### config.mk
export PLATFORM = sky130hd
export DESIGN_NAME = data_mem_sync
export DESIGN_NICKNAME = d
export VERILOG_FILES = /design/src/rtl/data_mem_sync.sv
export SDC_FILE = /design/constraint.sdc
export NUM_CORES = 1
export LEC_CHECK = 0
export CAP_MARGIN = 10
export CORE_ASPECT_RATIO = 1.5
export CORE_MARGIN = 4
export CORE_UTILIZATION = 56
export DETAILED_ROUTE_END_ITERATION = 8
export GPL_ROUTABILITY_DRIVEN = 0
export GPL_TIMING_DRIVEN = 0
export PLACE_DENSITY = 0.84
export SYNTH_ARGS = -nofsm -noshare
export SYNTH_HDL_FRONTEND = slang
export SYNTH_SLANG_ARGS = --single-unit
### constraint.sdc
create_clock -name clk -period 2.1 [get_ports clk]
set_input_delay 0.42 -clock clk [delete_from_list [all_inputs] [get_ports clk]]
set_output_delay 0.42 -clock clk [all_outputs]
set_load 0.01 [all_outputs]
### src/rtl/data_mem_sync.sv
// data_mem_sync: single-port word memory with a power-up/on-demand initialisation sweep
// and a latency-1 registered read response with out-of-range error reporting.
module data_mem_sync #(
  parameter int DATA_W    = 16,
  parameter int ADDR_W    = 6,
  parameter int DEPTH     = 32,
  parameter int INIT_MODE = 1
) (
  input  logic              clk,
  input  logic              rst,
  input  logic              init_req,
  input  logic              req_valid,
  output logic              req_ready,
  input  logic              req_we,
  input  logic [ADDR_W-1:0] req_addr,
  input  logic [DATA_W-1:0] req_wdata,
  output logic              resp_valid,
  output logic [DATA_W-1:0] resp_rdata,
  output logic              resp_err,
  output logic              init_busy
);
  localparam int MW = DEPTH > 1 ? $clog2(DEPTH) : 1;
  localparam logic [0:0] INIT = 1'b0;
  localparam logic [0:0] RUN  = 1'b1;

  generate
    if (DEPTH > 2 ** ADDR_W || DEPTH < 1) begin : g_bad_depth
      $error("data_mem_sync: DEPTH must be in 1..2**ADDR_W");
    end
  endgenerate

  logic [0:0]        state;
  logic [MW-1:0]     init_ptr;
  logic [DATA_W-1:0] mem [DEPTH];
  logic              accept;
  logic              in_range;
  logic              last;
  logic              mem_we;
  logic [MW-1:0]     idx;
  logic [MW-1:0]     mem_addr;
  logic [DATA_W-1:0] mem_wdata;

  assign req_ready = state == RUN;
  assign init_busy = state == INIT;
  assign accept    = req_valid && req_ready;
  assign in_range  = 32'(req_addr) < 32'(DEPTH);
  assign idx       = req_addr[MW-1:0];
  assign last      = init_ptr == MW'(DEPTH - 1);

  // The sweep and the request path share one write port; requests are never accepted in INIT.
  assign mem_we    = state == INIT || (accept && req_we && in_range);
  assign mem_addr  = state == INIT ? init_ptr : idx;
  assign mem_wdata = state == INIT ? (INIT_MODE != 0 ? DATA_W'(init_ptr) : '0) : req_wdata;

  always_ff @(posedge clk) begin
    if (mem_we) mem[mem_addr] <= mem_wdata;
  end

  always_ff @(posedge clk or posedge rst) begin
    if (rst) begin
      state    <= INIT;
      init_ptr <= '0;
    end else if (init_req) begin
      state    <= INIT;
      init_ptr <= '0;
    end else if (state == INIT) begin
      state    <= last ? RUN : INIT;
      init_ptr <= last ? '0 : init_ptr + 1'b1;
    end
  end

  // Out-of-range reads return zero; resp_rdata holds between responses.
  always_ff @(posedge clk or posedge rst) begin
    if (rst) begin
      resp_valid <= 1'b0;
      resp_err   <= 1'b0;
      resp_rdata <= '0;
    end else begin
      resp_valid <= accept && !req_we;
      resp_err   <= accept && !in_range;
      if (accept && !req_we) resp_rdata <= in_range ? mem[idx] : '0;
    end
  end
endmodule

==> results_slide.txt, run 1 <==
Implementation Results

Clock tree
  – Cts bufs inserted: 44
  – TritonCTS clock tree: built
  – # clock sinks: 536
  – Clock slew at reported path FFs: 0.07 ns

Power and ir drop
  – Peak VDD IR: 0.576 mV
  – Sequential Power Share: 56.0%
  – Pwr top: sequential cells
  – Comb group: 1.36 mW
  – Internal: 16.5 mW
  – Power Total: 21.1 mW

Floorplan
  – Row count: 86
  – Core area: 37000 µm²
  – # IOs: 47

Logic synthesis
  – Cell Type Count: 39
  – Yosys reg bits: 536
  – Mux contribution to synthesized area: 14.2%
  – Synth Instances: 1111
  – Area leader, netlist: edfxtp_1
  – AND-OR/OR-AND Cells, Area Fraction: 4.95%
  – Post-synthesis adder-cell area fraction: 0.118%
  – Mapped Area: 21200 µm²
  – Mapped Nets: 1140

Cells and area
  – Top Registers: mem: 512 flops, resp_rdata: 16 flops, init_ptr: 5 flops
  – Top cell category: flip-flops and latches
  – Register area: 16000 µm²
  – Final net count: 1271
  – Design area: 25000 µm²
  – Final-layout clock buffer total: 57

Route
  – Iter 0 DRT Violations: 1471
  – Routed met1 length: 18000 µm
  – Vias: 11.5k
  – Metal2 WL: 26000 µm

Timing
  – Setup violators final: 139
  – Final setup margin: -0.119 ns

Outcome
  – Failing checks: setup timing
  – Status: complete, but fails checks

Critical path
  – Buf+Inv Stages, Crit Path: 3
  – Critical Path Max Stage Delay: 0.48 ns
  – Crit path launch: req_ready
  – Crit end category: register
  – Path length in cells of the critical path: 7

Global routing
  – GRT busiest layer: met2
  – Vias in the first global route: 11.8k
  – Initial antenna violation count: 0
  – Met1 usage: 31.7%

Placement
  – Placed Instance Area: 22600 µm²
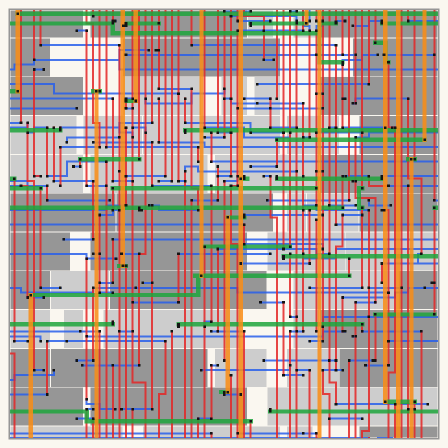
(run_1/zoom.png)
Window x 68 to 98, y 59 to 89 µm. Cells in gray, sequential cells in the stronger gray; small squares are vias.
- green: met3
- orange: met4
- blue: met1
- red: met2
- most frequent: edfxtp_1 (16), a21oi_1 (6), mux2i_1 (4)
- sequential cells in the window: 16
- netlist names of flops here include: mem (16)
- cells with their middle in the window: 42

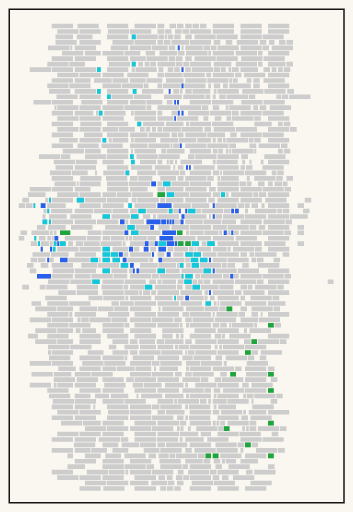
(run_1/gate_families.png)
(2 px per µm)
- blue: NAND gates (cells 62)
- green: AND-OR and OR-AND gates (cells 18)
- cyan: NOR gates (cells 61)
Comb/total area: 21.3%
Post-Layout Cell Count: 1760
Commonest Layout Cell: edfxtp_1

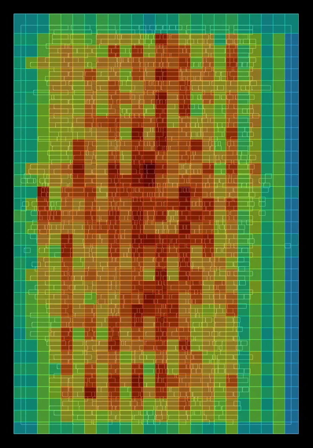
(run_1/final_congestion.png)
wire per inst: 29.5 µm
met3 Use GR: 4.03%
GR Util met2: 41.9%

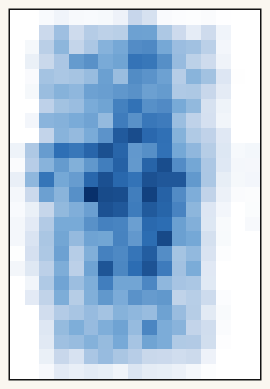
(run_1/wire_density.png)
(1.5 px per µm) 17 x 25 tiles, from white (low) to dark blue (high), scaled to the fullest tile. Values are wire area over tile area, all layers added.
- densest ninth of the die: center
- emptiest ninth of the die: lower right
- mean over tiles: 0.22
- nearly empty tiles: 18%
- tiles over half the peak: 30%
- fullest tile: 0.65

--- run 2 (diff from run 1) ---
- CORE_UTILIZATION: 56 -> 45
- GPL_ROUTABILITY_DRIVEN: 0 -> unset
- PLACE_DENSITY: 0.84 -> 0.71
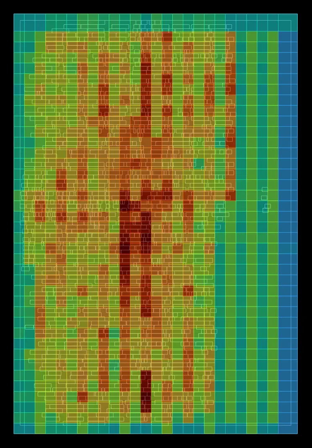
(run_2/final_congestion.png)
met1 usage: 23.9%
GRT busiest layer: met2
GR Util met2: 33.0%
met3 Use GR: 2.14%

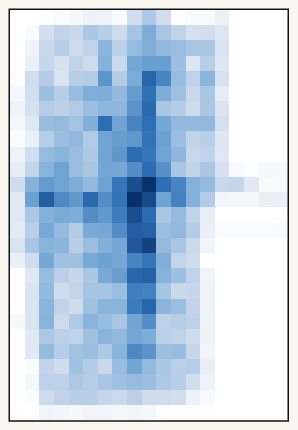
(run_2/wire_density.png)
(1.5 px per µm) 19 x 27 tiles, from white (low) to dark blue (high), scaled to the fullest tile. Values are wire area over tile area, all layers added.
- fullest tile: 0.58
- mean over tiles: 0.15
- nearly empty tiles: 25%
- densest ninth of the die: center
- emptiest ninth of the die: lower right
- tiles over half the peak: 16%
Vias: 10.8k
wire per inst: 25.6 µm
Routed WL: 48100 µm
Tot GR Track Use: 19.2%

==> results_slide.txt, run 2 <==
Implementation Results

Logic synthesis
  – Mapped Nets: 1140 (unchanged)
  – Post-synthesis adder-cell area fraction: 0.118% (unchanged)
  – AND-OR/OR-AND Cells, Area Fraction: 4.95% (unchanged)
  – Mux contribution to synthesized area: 14.2% (unchanged)
  – Synth Instances: 1111 (unchanged)
  – Cell Type Count: 39 (unchanged)
  – Synthesized area per cell: 19.0 µm²
  – Most common cell in the netlist: edfxtp_1
  – Cell count in the Yosys report: 1111
  – Area leader, netlist: edfxtp_1
  – Mapped Area: 21200 µm² (unchanged)
  – Yosys reg bits: 536 (unchanged)

Route
  – Routed met1 length: 18300 µm (+1.5%)
  – Metal2 WL: 25000 µm (-4.0%)

Clock tree
  – # clock sinks: 536 (unchanged)
  – Clock slew at reported path FFs: 0.08 ns (about the same)
  – TritonCTS clock tree: built
  – H-tree depth reported by CTS: 2
  – Cts bufs inserted: 44 (unchanged)

Power and ir drop
  – Comb group: 1.31 mW (-4%)
  – Pwr top: sequential cells
  – Sequential Power Share: 56.0% (about the same)
  – Power Total: 21.0 mW (-0.14%)
  – Internal: 16.6 mW (+0.13%)
  – Peak VDD IR: 0.632 mV (+9.7%)
  – Psw: 4.46 mW

Placement
  – Count of input and output buffers: 43
  – Placed Instance Area: 22800 µm² (+0.85%)
  – Placed Cells: 1750

Cells and area
  – Flip-flops: 536
  – Design area: 25200 µm² (+0.81%)
  – Top cell category: flip-flops and latches
  – Count of plain and timing-repair buffers: 155
  – Ant diodes: 0
  – Commonest Layout Cell: edfxtp_1
  – Final-layout clock buffer total: 48 (-16%)
  – Filler Cells Inserted: 3550
  – Post-Layout Cell Count: 1877 (+6.6%)
  – Final net count: 1277 (+0.47%)
  – Register area: 16000 µm² (unchanged)
  – Comb/total area: 21.1% (-0.21 points)
  – Share of layout cells above drive strength 1: 24.9%

Critical path
  – Crit end category: register
  – Crit path to: resp_rdata[9]
  – Critical Path Max Stage Delay: 0.66 ns (+0.18 ns)
  – Path length in cells of the critical path: 4 (-3)
  – Buf+Inv Stages, Crit Path: 0 (-3)
  – Crit Path Max Fanout: 1

Floorplan
  – Core area: 46600 µm² (+26%)
  – Row count: 97 (+13%)
  – # IOs: 47 (unchanged)

Min path
  – Worst Hold Class: in2async

Global routing
  – Vias in the first global route: 11.2k (-4.5%)
  – Largest net degree at the start of global routing: 33
  – Initial antenna violation count: 1 (+1)

Timing
  – Tmin final: 2.10 ns
  – Final setup margin: -0.00165 ns (+0.117 ns)
  – Setup violators final: 1 (-99%)
  – Worst rel slew slack: 31.4%
  – Worst Skew: 0.0276 ns
  – Hold WS: 0.402 ns

Outcome
  – Status: complete, but fails checks
  – Failing checks: setup timing
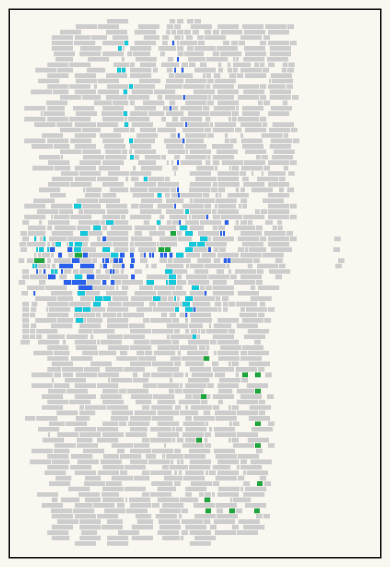
(run_2/gate_families.png)
(2 px per µm)
- blue: NAND gates (cells 62)
- cyan: NOR gates (cells 61)
- green: AND-OR and OR-AND gates (cells 18)

--- run 3 (diff from run 2) ---
- CAP_MARGIN: 10 -> 5
- CORE_MARGIN: 4 -> unset
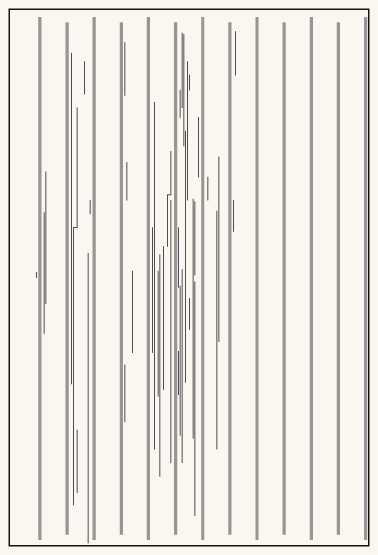
(run_3/met4.png)
(2 px per µm) Supply wires on this layer in gray.
- share of all routed wire: 5.4%
- longest straight run: 173 µm
- main direction: vertical
Vias: 10.7k
Routed WL: 47500 µm

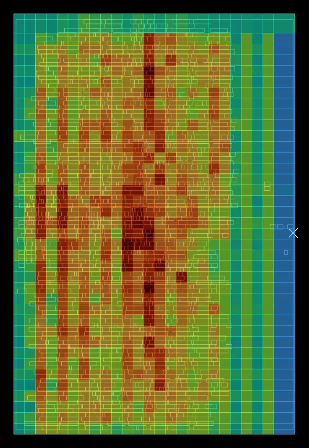
(run_3/final_congestion.png)
met1 usage: 25.1%
wire per inst: 25.4 µm
met3 Use GR: 2.40%
GR Util met2: 35.0%
Tot GR Track Use: 20.6%

==> results_slide.txt, run 3 <==
Implementation Results

Cells and area
  – Final-layout clock buffer total: 54 (+13%)
  – Ant diodes: 1 (+1)
  – Final net count: 1275 (-0.16%)
  – Count of plain and timing-repair buffers: 156 (+0.65%)
  – Commonest Layout Cell: edfxtp_1
  – Filler Cells Inserted: 3531 (-0.54%)
  – Comb_multi_in: 506
  – Design area: 25100 µm² (-0.16%)
  – Top cell category: flip-flops and latches
  – Register area: 16000 µm² (unchanged)
  – Share of layout cells above drive strength 1: 24.6% (-0.23 points)

Logic synthesis
  – Most common cell in the netlist: edfxtp_1
  – Synthesized area per cell: 19.0 µm² (unchanged)
  – Cell count in the Yosys report: 1111 (unchanged)
  – Cell Type Count: 39 (unchanged)
  – Area leader, netlist: edfxtp_1
  – AND-OR/OR-AND Cells, Area Fraction: 4.95% (unchanged)
  – Mux contribution to synthesized area: 14.2% (unchanged)
  – Mapped Nets: 1140 (unchanged)
  – Yosys reg bits: 536 (unchanged)
  – Post-synthesis adder-cell area fraction: 0.118% (unchanged)
  – Synth Instances: 1111 (unchanged)

Power and ir drop
  – Comb group: 1.32 mW (about the same)
  – Pwr top: sequential cells
  – Internal: 16.6 mW (about the same)
  – Sequential Power Share: 56.3% (+0.3 points)
  – Comb power frac: 6.3%
  – Peak VDD IR: 0.554 mV (-12%)
  – Psw: 4.37 mW (-2.0%)

Route
  – Remaining DRCs: 6
  – Metal2 WL: 24600 µm (-1.6%)
  – Detail Route Antenna Nets: 0
  – Routed met1 length: 18200 µm (-0.84%)

Timing
  – Tmin final: 2.07 ns (-0.0346 ns)
  – Worst Skew: 0.0232 ns (-0.00441 ns)
  – Setup violators final: 0 (-1)
  – Hold WS: 0.451 ns (+0.0493 ns)
  – Final setup margin: 0.0330 ns (+0.0346 ns)
  – Worst rel slew slack: 27.0% (-4.4 points)
  – Final hold vios: 0
  – Slew Viols, Final: 0

Critical path
  – Buf+Inv Stages, Crit Path: 0 (unchanged)
  – Crit Path Max Fanout: 1 (unchanged)
  – Crit path to: resp_rdata[12]
  – Critical Path Max Stage Delay: 0.56 ns (-0.10 ns)
  – Critical path, cell by cell: mux4_2 > mux2_2 > a221oi_2 > o41ai_1
  – Path length in cells of the critical path: 4 (unchanged)
  – Crit end category: register

Floorplan
  – Row count: 96 (-1.0%)
  – Core area: 46100 µm² (-1.0%)

Min path
  – Worst Hold Class: in2async

Global routing
  – Overflow left after global routing: 0
  – Initial antenna violation count: 0 (-1)
  – GRT busiest layer: met2

Clock tree
  – Cts bufs inserted: 43 (-2.3%)
  – H-tree depth reported by CTS: 2 (unchanged)
  – # clock sinks: 536 (unchanged)

Placement
  – Count of input and output buffers: 43 (unchanged)
  – Placed Cells: 1742 (-0.46%)
  – Placed Instance Area: 22700 µm² (-0.27%)

Outcome
  – Status: complete, but fails checks
  – Failing checks: DRC
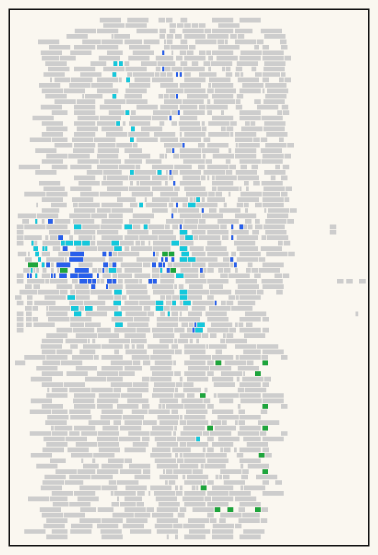
(run_3/gate_families.png)
(2 px per µm)
- green: AND-OR and OR-AND gates (cells 18)
- blue: NAND gates (cells 62)
- cyan: NOR gates (cells 61)
Post-Layout Cell Count: 1868
Comb/total area: 21.2%

No activity file was given, so power comes from the tool's default toggle rates.
